### src/rtl/scan_select_sequencer.sv
// -----------------------------------------------------------------------------
// scan_select_sequencer
//
// Drives the select lines and enable of a 2-to-4 line decoder, stepping
// through slots 0 -> 1 -> 2 -> 3 -> 0. Each slot lasts PRESCALE clocks. The
// first BLANK clocks of every slot hold enable low so the previous load is
// dark before the next one lights, which avoids ghosting when the four loads
// are time-multiplexed.
//
// Optional feature (compile-time macro SCAN_SEQ_SKIP_EN):
//   When defined, a skip_mask port is added. Bit n = 1 removes slot n from
//   the scan order. With every bit set, no slot ever starts.
//
// Parameters:
//   PRESCALE    clocks per slot (1..255)
//   BLANK       clocks of enable=0 at the start of each slot (0..PRESCALE-1)
//   PRESCALE_W  width of the slot timer; must be able to hold PRESCALE-1
//
// Ports:
//   clock       in   rising-edge clock
//   reset_n     in   asynchronous active-low reset
//   run         in   level; scan continuously while high
//   step        in   single-cycle pulse; runs one slot when idle
//   skip_mask   in   [3:0] slot skip bits (SCAN_SEQ_SKIP_EN only)
//   select1     out  slot MSB -> decoder input1
//   select0     out  slot LSB -> decoder input0
//   enable      out  decoder enable
//   slot_start  out  one-cycle pulse when a new slot's select is driven
//   busy        out  high while a slot is in progress (blanking or active)
//
// All outputs come straight from flops.
// -----------------------------------------------------------------------------
module scan_select_sequencer #(
    parameter int unsigned PRESCALE   = 4,
    parameter int unsigned BLANK      = 1,
    parameter int unsigned PRESCALE_W = 8
) (
    input  logic       clock,
    input  logic       reset_n,
    input  logic       run,
    input  logic       step,
`ifdef SCAN_SEQ_SKIP_EN
    input  logic [3:0] skip_mask,
`endif
    output logic       select1,
    output logic       select0,
    output logic       enable,
    output logic       slot_start,
    output logic       busy
);

    // Elaboration-time parameter legality check.
    if ((PRESCALE < 1) || (PRESCALE > 255) || (BLANK > PRESCALE - 1) ||
        (PRESCALE_W < 1) || (((PRESCALE - 1) >> PRESCALE_W) != 0)) begin : g_bad_params
        $fatal(1, "scan_select_sequencer: illegal parameters PRESCALE=%0d BLANK=%0d PRESCALE_W=%0d",
               PRESCALE, BLANK, PRESCALE_W);
    end

    typedef enum logic [1:0] {
        S_IDLE,
        S_BLANK,
        S_ACTIVE
    } state_t;

    // Timer runs 0..PRESCALE-1 across the whole slot; blanking occupies
    // counts 0..BLANK-1 and the active window the remaining counts.
    localparam logic [PRESCALE_W-1:0] LAST_T     = PRESCALE_W'(PRESCALE - 1);
    localparam logic [PRESCALE_W-1:0] BLANK_LAST = PRESCALE_W'((BLANK == 0) ? 0 : BLANK - 1);

    state_t                state_q, state_d;
    state_t                entry_state;
    logic [1:0]            slot_q, slot_d;
    logic [PRESCALE_W-1:0] timer_q, timer_d;
    logic [1:0]            sel_q, sel_d;
    logic                  slot_start_q, slot_start_d;
    logic                  enable_q, enable_d;
    logic                  busy_q, busy_d;

    // Candidate slots: the one to use when leaving IDLE, and the successor
    // of the current slot. *_ok is low when no unmasked slot exists.
    logic                  first_ok;
    logic [1:0]            first_slot;
    logic                  nxt_ok;
    logic [1:0]            nxt_slot;

    logic                  launch;
    logic [1:0]            launch_slot;

    assign entry_state = (BLANK == 0) ? S_ACTIVE : S_BLANK;

`ifdef SCAN_SEQ_SKIP_EN
    // Nearest unmasked slot after s in cyclic order; s itself is the last
    // candidate (offset 4). Iterating from the far end lets the nearest
    // candidate overwrite the result last. Returns {found, slot}.
    function automatic logic [2:0] next_free(input logic [1:0] s, input logic [3:0] m);
        logic [2:0] r;
        logic [1:0] c;
        r = '0;
        for (int unsigned i = 4; i >= 1; i--) begin
            c = s + 2'(i);
            if (!m[c]) begin
                r = {1'b1, c};
            end
        end
        return r;
    endfunction

    always_comb begin
        {nxt_ok, nxt_slot} = next_free(slot_q, skip_mask);
        if (skip_mask[slot_q]) begin
            first_ok   = nxt_ok;
            first_slot = nxt_slot;
        end else begin
            first_ok   = 1'b1;
            first_slot = slot_q;
        end
    end
`else
    always_comb begin
        nxt_ok     = 1'b1;
        nxt_slot   = slot_q + 2'd1;
        first_ok   = 1'b1;
        first_slot = slot_q;
    end
`endif

    always_comb begin
        state_d      = state_q;
        slot_d       = slot_q;
        timer_d      = timer_q;
        sel_d        = sel_q;
        slot_start_d = 1'b0;
        launch       = 1'b0;
        launch_slot  = slot_q;

        case (state_q)
            S_IDLE: begin
                if ((run || step) && first_ok) begin
                    launch      = 1'b1;
                    launch_slot = first_slot;
                end
            end

            S_BLANK: begin
                timer_d = timer_q + PRESCALE_W'(1);
                if (timer_q == BLANK_LAST) begin
                    state_d = S_ACTIVE;
                end
            end

            S_ACTIVE: begin
                if (timer_q == LAST_T) begin
                    // Slot complete: advance S regardless of run, then either
                    // chain straight into the next slot or drop to IDLE.
                    timer_d = '0;
                    state_d = S_IDLE;
                    if (nxt_ok) begin
                        slot_d = nxt_slot;
                        if (run) begin
                            launch      = 1'b1;
                            launch_slot = nxt_slot;
                        end
                    end
                end else begin
                    timer_d = timer_q + PRESCALE_W'(1);
                end
            end

            default: begin
                state_d = S_IDLE;
                timer_d = '0;
            end
        endcase

        if (launch) begin
            slot_d       = launch_slot;
            sel_d        = launch_slot;
            slot_start_d = 1'b1;
            timer_d      = '0;
            state_d      = entry_state;
        end

        enable_d = (state_d == S_ACTIVE);
        busy_d   = (state_d != S_IDLE);
    end

    always_ff @(posedge clock or negedge reset_n) begin
        if (!reset_n) begin
            state_q      <= S_IDLE;
            slot_q       <= '0;
            timer_q      <= '0;
            sel_q        <= '0;
            slot_start_q <= 1'b0;
            enable_q     <= 1'b0;
            busy_q       <= 1'b0;
        end else begin
            state_q      <= state_d;
            slot_q       <= slot_d;
            timer_q      <= timer_d;
            sel_q        <= sel_d;
            slot_start_q <= slot_start_d;
            enable_q     <= enable_d;
            busy_q       <= busy_d;
        end
    end

    assign select1    = sel_q[1];
    assign select0    = sel_q[0];
    assign enable     = enable_q;
    assign slot_start = slot_start_q;
    assign busy       = busy_q;

endmodule

### config.mk
export PLATFORM = sky130hd
export DESIGN_NAME = scan_select_sequencer
export DESIGN_NICKNAME = d
export VERILOG_FILES = /design/src/rtl/scan_select_sequencer.sv
export SDC_FILE = /design/constraint.sdc
export NUM_CORES = 1
export LEC_CHECK = 0
export ABC_AREA = 1
export CAP_MARGIN = 20
export CORE_AREA = 2 2 51 53
export DETAILED_ROUTE_END_ITERATION = 7
export DIE_AREA = 0 0 53 55
export GPL_ROUTABILITY_DRIVEN = 0
export PLACE_DENSITY = 0.7
export SYNTH_ARGS = -nofsm -noshare
export SYNTH_HDL_FRONTEND = slang
export SYNTH_SLANG_ARGS = --single-unit
### constraint.sdc
create_clock -name clock -period 1.6 [get_ports clock]
set_input_delay 0.32 -clock clock [delete_from_list [all_inputs] [get_ports clock]]
set_output_delay 0.32 -clock clock [all_outputs]
set_load 0.01 [all_outputs]
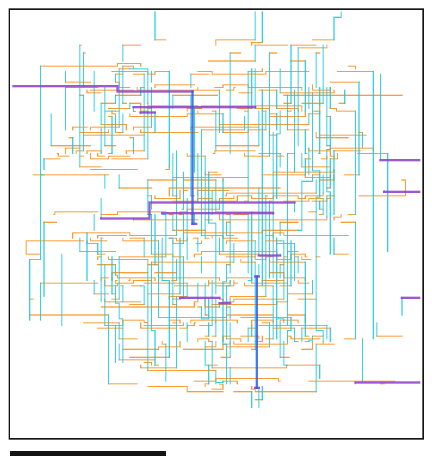
(images/layers.png)
Scale bar: 20 um.
| colour | layer | wire length |
|---|---|---|
| purple | M3 | 112 um |
| orange | M1 | 1220 um |
| blue | M4 | 31.3 um |
| cyan | M2 | 1230 um |

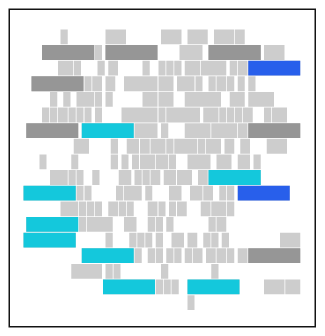
(images/ff_map.png)
Other sequential cells in the stronger grey, the rest of the logic in the fainter grey.
| colour | netlist name | flops |
|---|---|---|
| blue | `state_q` | 2 |
| cyan | `timer_q` | 8 |

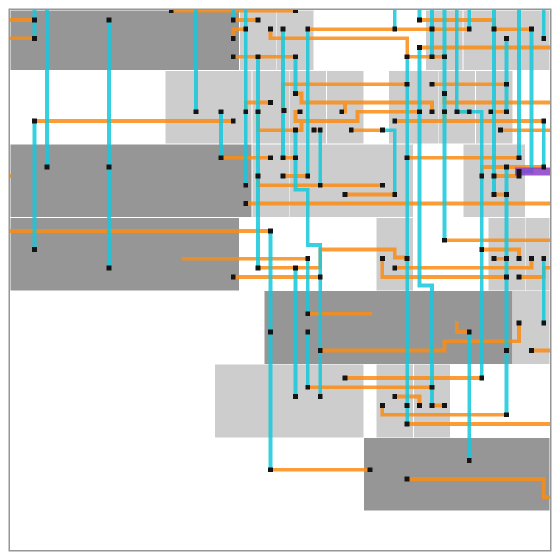
(images/closeup.png)
Window x 3 to 23, y 4 to 24 um. Cells in grey, sequential cells in the stronger grey; small squares are vias.
| colour | layer |
|---|---|
| purple | M3 |
| cyan | M2 |
| orange | M1 |
sequential cells in the window: 5
most frequent: nand2_1 (9), dfrtp_1 (5), inv_1 (3)
netlist names of flops here include: `timer_q` (5)
cells with their middle in the window: 26

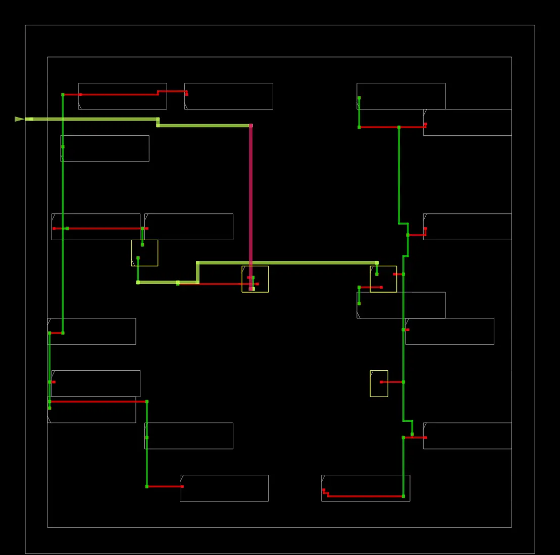
(images/clock_nets.png)
Clock Power: 0.000233 W
CTS Buf Count: 3
clock buffer count: 3

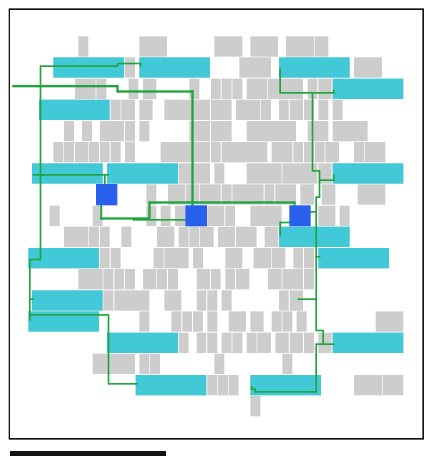
(images/clock_wires.png)
Scale bar: 20 um.
[cyan] flip-flops | count: 17
[green] clock wires | length: 237 um
[blue] clock-net drivers | count: 3
flops lie: widely spread

==> job_summary.md <==
### Yosys + OpenROAD results

| Metric | Value |
|---|---|
| Antenna cell count | 0 |
| Crit end category | primary output |
| Logic share of the area | 47.0% |
| Die area | approximately 0.003 sq mm |
| Yosys stat area | 0.00119 sq mm |
| Minimum clock period | about 1.5 ns |
| Multi-In Gates | 117 |
| PwrDens | approximately 1500 mW/mm^2 |
| Fraction of area in registers | between 30 and 40% |
| Crit path from | sel_q[1] |
| Buffer share of cell area | about 11% |
| Top cells excl fill/tap | 50 x nand2_1, 22 x inv_1, 20 x nand3_1 |
| First-pass GRT wire length | roughly 4200 um |
| Setup crit end | select1 |
| ANT nets after route | 0 |
| Non-clk invs | 26 |
| Setup violators final | 0 |
| Worst EP required | 1.28 ns |
| Tapcells | 30 |
| Sequential power | 0.000629 W |
| Synthesized cell area | about 0.0012 sq mm |
| Fin util | about three fifths |
| WS Path Type | reg -> out |
| Final clock-cell share | between 1.5 and 2% |
| GR peak layer | met2 |
| Die y size | about 55 um |
| HPWL Detailed | about 2000 um |
| Clock Latency Late Sink | 0.29 ns |
| Vias in the first global route | 980 |
| Met2 wire length | roughly 1200 um |
| Seq_cells | 17 |
| Post-CTS Setup Bufs | 0 |
| Slowest stage delay, CP | 0.54 ns |
| Buffers excl. clock | 18 |
| Ranking of synthesized cells by area | dfrtp_1 36%, nand2_1 16%, nand3_1 8.4%, inv_1 7.2%, ha_1 6.3% |
| Max IR drop VDD | 1.02 mV |
| Worst R2R Setup Slack | 0.11 ns |
| Row count | 18 |
| WP depth | 1 |
| Share of cells above drive strength 1 | a little under a fifth |
| Worst path slowest cell | clkdlybuf4s50_1 |
| Top logic family | simple AND/OR/NAND/NOR gates |
| Psw | just under 0.001 W |
| Post-synth top flop | dfrtp_1 |
| Via density | between 4 and 5 |
| Synthesis-stage register bit count | 17 |
| Sequential power share | ~29% |
| Cell Count Post-Placement | about 210 |
| Crit path max fanout | 2 |
| Cts hold-fix bufs | 0 |
| Largest net degree at the start of global routing | 18 |
| Hold Fails Final Rpt | 0 |
| Worst Skew | between 0.002 and 0.0025 ns |
| Setup TNS | 0 ns |
| WL met3 | around 110 um |
| Filler cells | ~220 |
| Seq. cell area | roughly 430 sq um |
| CTS sink count | 17 |
| Final std cells w/o fill | approximately 210 |
| Tool Warnings | 30 |
| Worst Slack Setup Final | approximately 0.085 ns |
| Yosys cell count | 162 |
| Die extent in x | 53 um |
| Outcome | completed |
| Wire per inst | about 12 um |
| Synthesis-to-layout area growth | 18.3% |
| Mux area share | 0% |
| Sequential fraction of the synthesis area | between 30% and 40% |
| Critical Path AT | around 1.2 ns |
| Sw frac | 45.0% |
| Proportion of power drawn by combinational gates | just over 60% |
| Critical path startpoint category | flop |
| GRT Overall Usage | between 20% and 30% |
| Commonest Layout Cell | nand2_1 |
| RR Endpoint | timer_q[0] |
| Final slew viol count | 0 |
| Fmax | roughly 660 MHz |
| Max-area cell share | about 36% |
| Async set or reset register ratio after synthesis | 100% |
| XORs/XNORs by Area | approximately 1.5% |
| Worst reg2reg path depth | 8 |
| Mapped Cells | approximately 160 |
| Core area | 0.00236 sq mm |
| Combinational power | about 0.0013 W |
| Register with the most flip-flops | timer_q |
| Critical R2R Launch | state_q[1] |
Power and IR drop assume default switching activity.
